$ cat config.mk
export PLATFORM = sky130hd
export DESIGN_NAME = inst_queue
export DESIGN_NICKNAME = d
export VERILOG_FILES = /design/src/rtl/inst_queue.sv
export SDC_FILE = /design/constraint.sdc
export NUM_CORES = 2
export LEC_CHECK = 0
export CORE_UTILIZATION = 45
export DETAILED_ROUTE_END_ITERATION = 10
export GPL_ROUTABILITY_DRIVEN = 1
export PLACE_DENSITY = 0.61
export SLEW_MARGIN = 5
export SYNTH_ARGS = -nofsm -noshare
export SYNTH_HDL_FRONTEND = slang
export SYNTH_SLANG_ARGS = --single-unit
$ cat constraint.sdc
create_clock -name clk_i -period 13.7 [get_ports clk_i]
set_clock_uncertainty 0.1 [all_clocks]
set_input_delay 2.74 -clock clk_i [delete_from_list [all_inputs] [get_ports clk_i]]
set_output_delay 2.74 -clock clk_i [all_outputs]
set_load 0.05 [all_outputs]
$ cat src/rtl/inst_queue.sv
// -----------------------------------------------------------------------------
// inst_queue -- instruction buffer between fetch and the two decode ways.
//
// A circular FIFO of DEPTH {inst, pc} entries. It accepts 2-wide fetch bundles,
// compacting any invalid slot, and presents the two oldest entries to decode in
// program order. flush_i empties the queue in a single cycle.
//
// Optional feature (macro INST_QUEUE_BYPASS_EN): when the queue is empty, an
// incoming bundle drives the decode outputs combinationally in the same cycle.
// If decode takes the bundle in that cycle, it is never written.
//
// Parameters:
//   DEPTH  number of entries (power of 2, >= 4)
//   PC_W   stored PC width
// Ports:
//   clk_i, rst_i              clock, synchronous active-high reset
//   flush_i                   drop all queued entries and the incoming bundle
//   fet_valid_i[1:0]          per-slot valid of the fetch bundle (bit0 older)
//   fet_inst0/1_i, fet_pc0/1_i fetch bundle payload
//   fet_ready_o               room for a full bundle (count only)
//   dec_valid_o[1:0]          per-slot valid to decode (bit0 oldest)
//   dec_inst0/1_o, dec_pc0/1_o oldest / second-oldest entry
//   dec_ready_i               decode takes every valid output slot
//   count_o                   current occupancy, 0..DEPTH
// -----------------------------------------------------------------------------
module inst_queue #(
  parameter int DEPTH = 8,
  parameter int PC_W  = 64
) (
  input  logic                     clk_i,
  input  logic                     rst_i,
  input  logic                     flush_i,
  input  logic [1:0]               fet_valid_i,
  input  logic [31:0]              fet_inst0_i,
  input  logic [31:0]              fet_inst1_i,
  input  logic [PC_W-1:0]          fet_pc0_i,
  input  logic [PC_W-1:0]          fet_pc1_i,
  output logic                     fet_ready_o,
  output logic [1:0]               dec_valid_o,
  output logic [31:0]              dec_inst0_o,
  output logic [31:0]              dec_inst1_o,
  output logic [PC_W-1:0]          dec_pc0_o,
  output logic [PC_W-1:0]          dec_pc1_o,
  input  logic                     dec_ready_i,
  output logic [$clog2(DEPTH):0]   count_o
);

  localparam int AW = $clog2(DEPTH);
  localparam int CW = AW + 1;

  typedef struct packed {
    logic [31:0]     inst;
    logic [PC_W-1:0] pc;
  } entry_t;

  entry_t          mem_q [DEPTH];
  logic [AW-1:0]   rd_ptr_q, rd_ptr_d;
  logic [AW-1:0]   wr_ptr_q, wr_ptr_d;
  logic [CW-1:0]   count_q, count_d;

  entry_t          fet_slot [2];   // bundle after compaction, [0] oldest
  entry_t          rd_slot  [2];   // entries at rd_ptr, rd_ptr+1
  entry_t          out_slot [2];
  logic [1:0]      enq_n, deq_n;
  logic            enq_fire, byp_act, byp_consume, wr_en;

  // Compaction: a lone slot-1 instruction lands in the first free entry.
  always_comb begin
    fet_slot[0] = fet_valid_i[0] ? entry_t'{inst: fet_inst0_i, pc: fet_pc0_i}
                                 : entry_t'{inst: fet_inst1_i, pc: fet_pc1_i};
    fet_slot[1] = entry_t'{inst: fet_inst1_i, pc: fet_pc1_i};
    enq_n       = {1'b0, fet_valid_i[0]} + {1'b0, fet_valid_i[1]};
  end

  // Ready looks at the current count only; a same-cycle dequeue never helps.
  assign fet_ready_o = (count_q <= CW'(DEPTH - 2)) && !rst_i;
  assign enq_fire    = fet_ready_o && (|fet_valid_i);

`ifdef INST_QUEUE_BYPASS_EN
  assign byp_act = enq_fire && !flush_i && (count_q == '0);
`else
  assign byp_act = 1'b0;
`endif
  // Bypassed bundle taken by decode the same cycle: nothing is stored.
  assign byp_consume = byp_act && dec_ready_i;

  always_comb begin
    rd_slot[0] = mem_q[rd_ptr_q];
    rd_slot[1] = mem_q[rd_ptr_q + AW'(1)];
  end

  // Output selection. flush_i is deliberately not looked at here: the flush
  // cycle still shows the pre-flush contents.
  always_comb begin
    dec_valid_o = 2'b00;
    out_slot[0] = rd_slot[0];
    out_slot[1] = rd_slot[1];
    if (rst_i) begin
      dec_valid_o = 2'b00;
    end else if (byp_act) begin
      dec_valid_o = {fet_valid_i == 2'b11, 1'b1};
      out_slot[0] = fet_slot[0];
      out_slot[1] = fet_slot[1];
    end else begin
      dec_valid_o = {count_q >= CW'(2), count_q != '0};
    end
  end

  assign dec_inst0_o = out_slot[0].inst;
  assign dec_pc0_o   = out_slot[0].pc;
  assign dec_inst1_o = out_slot[1].inst;
  assign dec_pc1_o   = out_slot[1].pc;
  assign count_o     = count_q;

  assign deq_n = dec_ready_i ? ({1'b0, dec_valid_o[0]} + {1'b0, dec_valid_o[1]})
                             : 2'd0;
  assign wr_en = enq_fire && !flush_i && !byp_consume;

  always_comb begin
    rd_ptr_d = rd_ptr_q;
    wr_ptr_d = wr_ptr_q;
    count_d  = count_q;
    if (rst_i || flush_i) begin
      rd_ptr_d = '0;
      wr_ptr_d = '0;
      count_d  = '0;
    end else if (!byp_consume) begin
      rd_ptr_d = rd_ptr_q + AW'(deq_n);
      if (enq_fire) wr_ptr_d = wr_ptr_q + AW'(enq_n);
      count_d  = count_q + (enq_fire ? CW'(enq_n) : CW'(0)) - CW'(deq_n);
    end
  end

  always_ff @(posedge clk_i) begin
    if (rst_i) begin
      rd_ptr_q <= '0;
      wr_ptr_q <= '0;
      count_q  <= '0;
    end else begin
      rd_ptr_q <= rd_ptr_d;
      wr_ptr_q <= wr_ptr_d;
      count_q  <= count_d;
    end
  end

  // Entry storage carries no reset.
  always_ff @(posedge clk_i) begin
    if (wr_en) begin
      mem_q[wr_ptr_q] <= fet_slot[0];
      if (fet_valid_i == 2'b11) mem_q[wr_ptr_q + AW'(1)] <= fet_slot[1];
    end
  end

endmodule
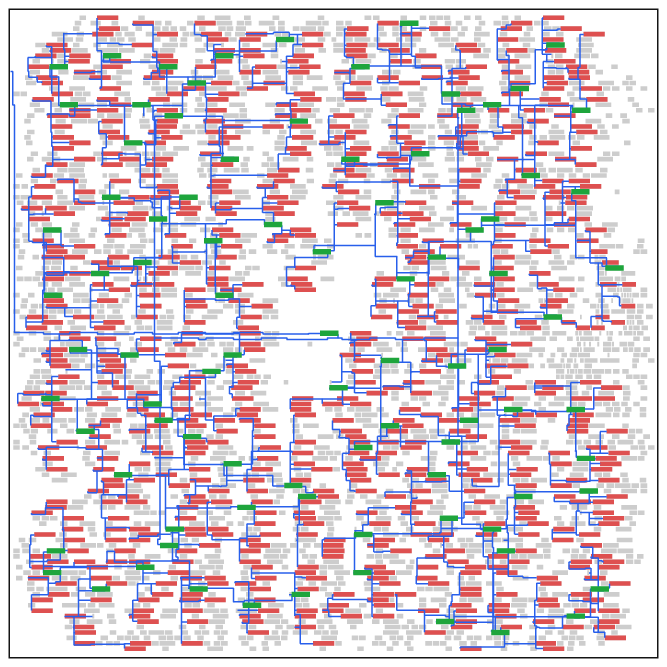
Figure 1: clock network drawn from the DEF.
(2 px per µm)
[clock-net drivers] green | count: 90
[flip-flops] red | count: 778
[clock wires] blue | length: 10700 µm
flops lie	all over the die
routed clock nets	91

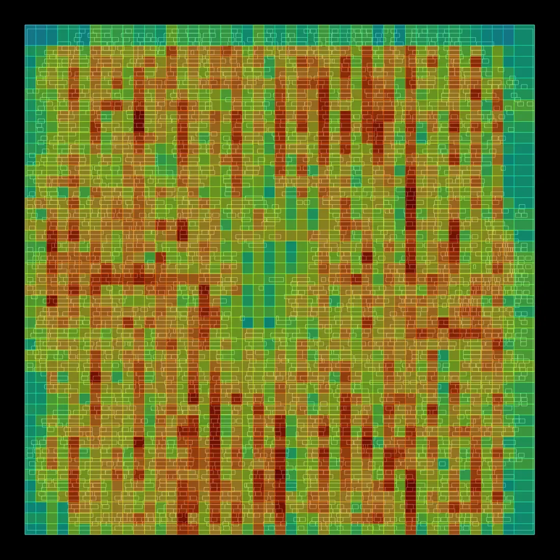
Figure 2: routing congestion.
met2 GRT Util: 43.9%
Finished Core Util: 53.3%

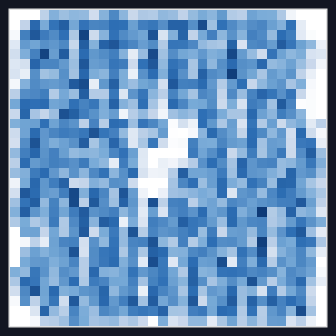
Figure 3: placement density heat map.
The die is cut into 32 by 32 equal tiles; white is low, dark blue is high, 0 to 100% covered.
tiles over 75% full	14%
nearly empty tiles	4.2%
mean over tiles	50%
fullest tile	96%
fp util: 45.5%
core area: 102000 µm²

==> results_slide.txt <==
Key Metrics from the Run

Status
  • Status: complete, no violations

Worst hold path
  • Min-delay src: wr_ptr_q[2]
  • Hold Path Class: flop to flop

Finish
  • Flop area: 23300 µm²
  • Commonest Layout Cell: mux2_2
  • Non-clock buffer share: 8.06%
  • Logic inverters: 14
  • Seq_cells: 778
  • Share of layout cells above drive strength 1: 55.6%
  • Buffers excl. clock: 441
  • MI comb area: 22100 µm²
  • Comb gates: 1526
  • Fill cell count: 8281
  • Top cells excl fill/tap: 856 x mux2_2, 768 x edfxtp_1, 395 x clkdlybuf4s50_1
  • Clock Network Area Fraction: 5.21%
  • Sequential cell area share: 42.8%
  • Fin cells: 4299

Setup path
  • WS Path Type: flop to output port
  • WP data required: 10.86 ns
  • Critical-path top delay cell: dfxtp_4
  • R2R Path Start: count_o[3]
  • Worst Setup End Kind: output port
  • R2R cell count: 7
  • Max stage delay on crit path: 0.88 ns
  • Most used cell, CP: buf_4
  • WP buf/inv: 3
  • R2r setup slk: 9.02 ns
  • Crit start category: flop

Place
  • HPWL Detailed: 74.8 mm
  • Placed insts: 4127
  • Port Buf Inserts: 396
  • Routability congestion estimate: 0.789

Final timing
  • RSZ-0062 raised after global routing: false
  • Max Fclk: 117 MHz
  • Final setup vio count: 0
  • Least-Margin Pin Slew: 1.16 ns
  • Slew HR: 22.4%
  • Fin Setup TNS: 0 ns

Power
  • Power Clock: 0.00236 W
  • Switching Share: 28.9%
  • P_seq: 0.00273 W
  • Register share of total power: 39.4%
  • Internal power: 0.00492 W
  • Worst ir drop on vdd: 0.0000822 V

Global route
  • First-pass GRT wire length: 195 mm
  • GRT overflow: 0

Yosys
  • Mapped Nets: 2738
  • Top post-synthesis cells by count: 856 x mux2_2, 768 x edfxtp_1, 384 x mux4_2, 200 x mux2_4, 87 x buf_2
  • Most common reg cell: edfxtp_1
  • Number of enable flip-flop cells: 768
  • Yosys top cell area share: 49.6%
  • Top area cell types: edfxtp_1 50%, mux2_2 21%, mux4_2 19%
  • Synth area leader: edfxtp_1
  • Ys cells: 2523
  • Syn Std Cell Area: 46500 µm²
  • Post-synth ARST share: 0%
  • Post-synth seq share: 50.0%

Clock tree
  • Worst-path clk slew: 0.06 ns
  • Hold buffer count at cts: 0
  • CTS tree: done

Routing
  • Initial drt markers: 2226
  • Routed len/inst: 31.6 µm
  • WL final: 136 mm
  • Post-DRT Antenna Nets: 0
  • Via/cell ratio: 6.20
  • Routed length on met2: 68.2 mm

Job
  • Max cap viols: 0
  • Stage-log warning count: 34

Floorplan
  • Die Size: 105000 µm²
  • Die y size: 323 µm
  • Tap Count: 1368
  • Row count: 117
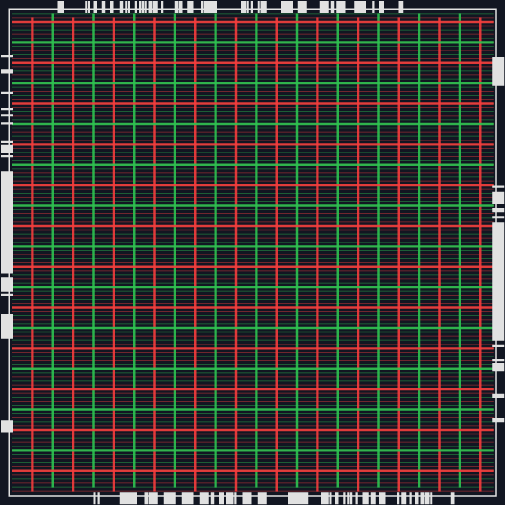
Figure 4: power grid.
(1.5 px per µm) Pins as bars on the die edge.
net	color
VDD	green
VSS	red
met4 straps	23
met5 straps	23
met1 rails	118
rows	117

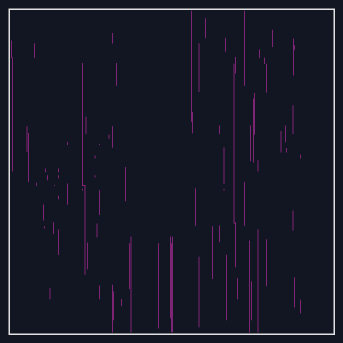
Figure 5: the metal 4 layer.
(1 px per µm)
main direction	vertical
wire length on this layer	2840 µm
share of all routed wire	2.1%
longest straight run	159 µm
nets with wire on the layer	52

## state kept, by name, indices dropped and copies added (netlist names)
signal / cells
count_o: 4
mem_q: 768
rd_ptr_q: 3
wr_ptr_q: 3
## worst max-delay path by stage
| stage | start | end | slack (ns) | cells past startpoint |
|---|---|---|---|---|
| 2_1_floorplan | fet_valid_i[0] | mem_q[0][0] | 4.66 | 8 |
| 6_report | rd_ptr_q[1] | dec_pc1_o[2] | 5.18 | 6 |
| 3_5_place_dp | rd_ptr_q[1] | dec_pc1_o[2] | 5.66 | 6 |
| 3_3_place_gp | rd_ptr_q[1] | dec_pc1_o[18] | 5.68 | 6 |
| 4_1_cts | rd_ptr_q[1] | dec_pc1_o[2] | 4.92 | 6 |
| 5_1_grt | rd_ptr_q[1] | dec_pc1_o[2] | 4.79 | 6 |
## metrics by stage
step                worst slack (ns)  power (W)  area [µm²]
global placement                5.68    0.00460       51600
floorplan                       4.66    0.00408       46500
finish                          5.18    0.00692       54400
global route                    4.79    0.00716       54400
CTS                             4.92    0.00699       54400
detailed placement              5.66    0.00462       51600
## logic make-up (layout without fill, tap and decap cells)
| logic type | after synthesis | in the layout | share of synthesized area, % |
|---|---|---|---|
| other | 0 | 7 | 0 |
| AND-OR/OR-AND | 19 | 19 | 0.339 |
| multiplexers | 1440 | 1440 | 45.8 |
| AND/OR/NAND/NOR | 45 | 45 | 0.662 |
| buffers and inverters | 219 | 620 | 2.58 |
| XOR/XNOR | 5 | 5 | 0.0942 |
| flip-flops | 778 | 778 | 50.0 |
| adder cells (fa/ha/maj) | 17 | 17 | 0.522 |
## routing by layer
layer  track usage (%)  vias up
li1                  -    11272
met1              33.3    14308
met2              43.9      846
met3              6.07      183
met4              7.15       30
met5                 0        -
Power and IR drop assume default switching activity.
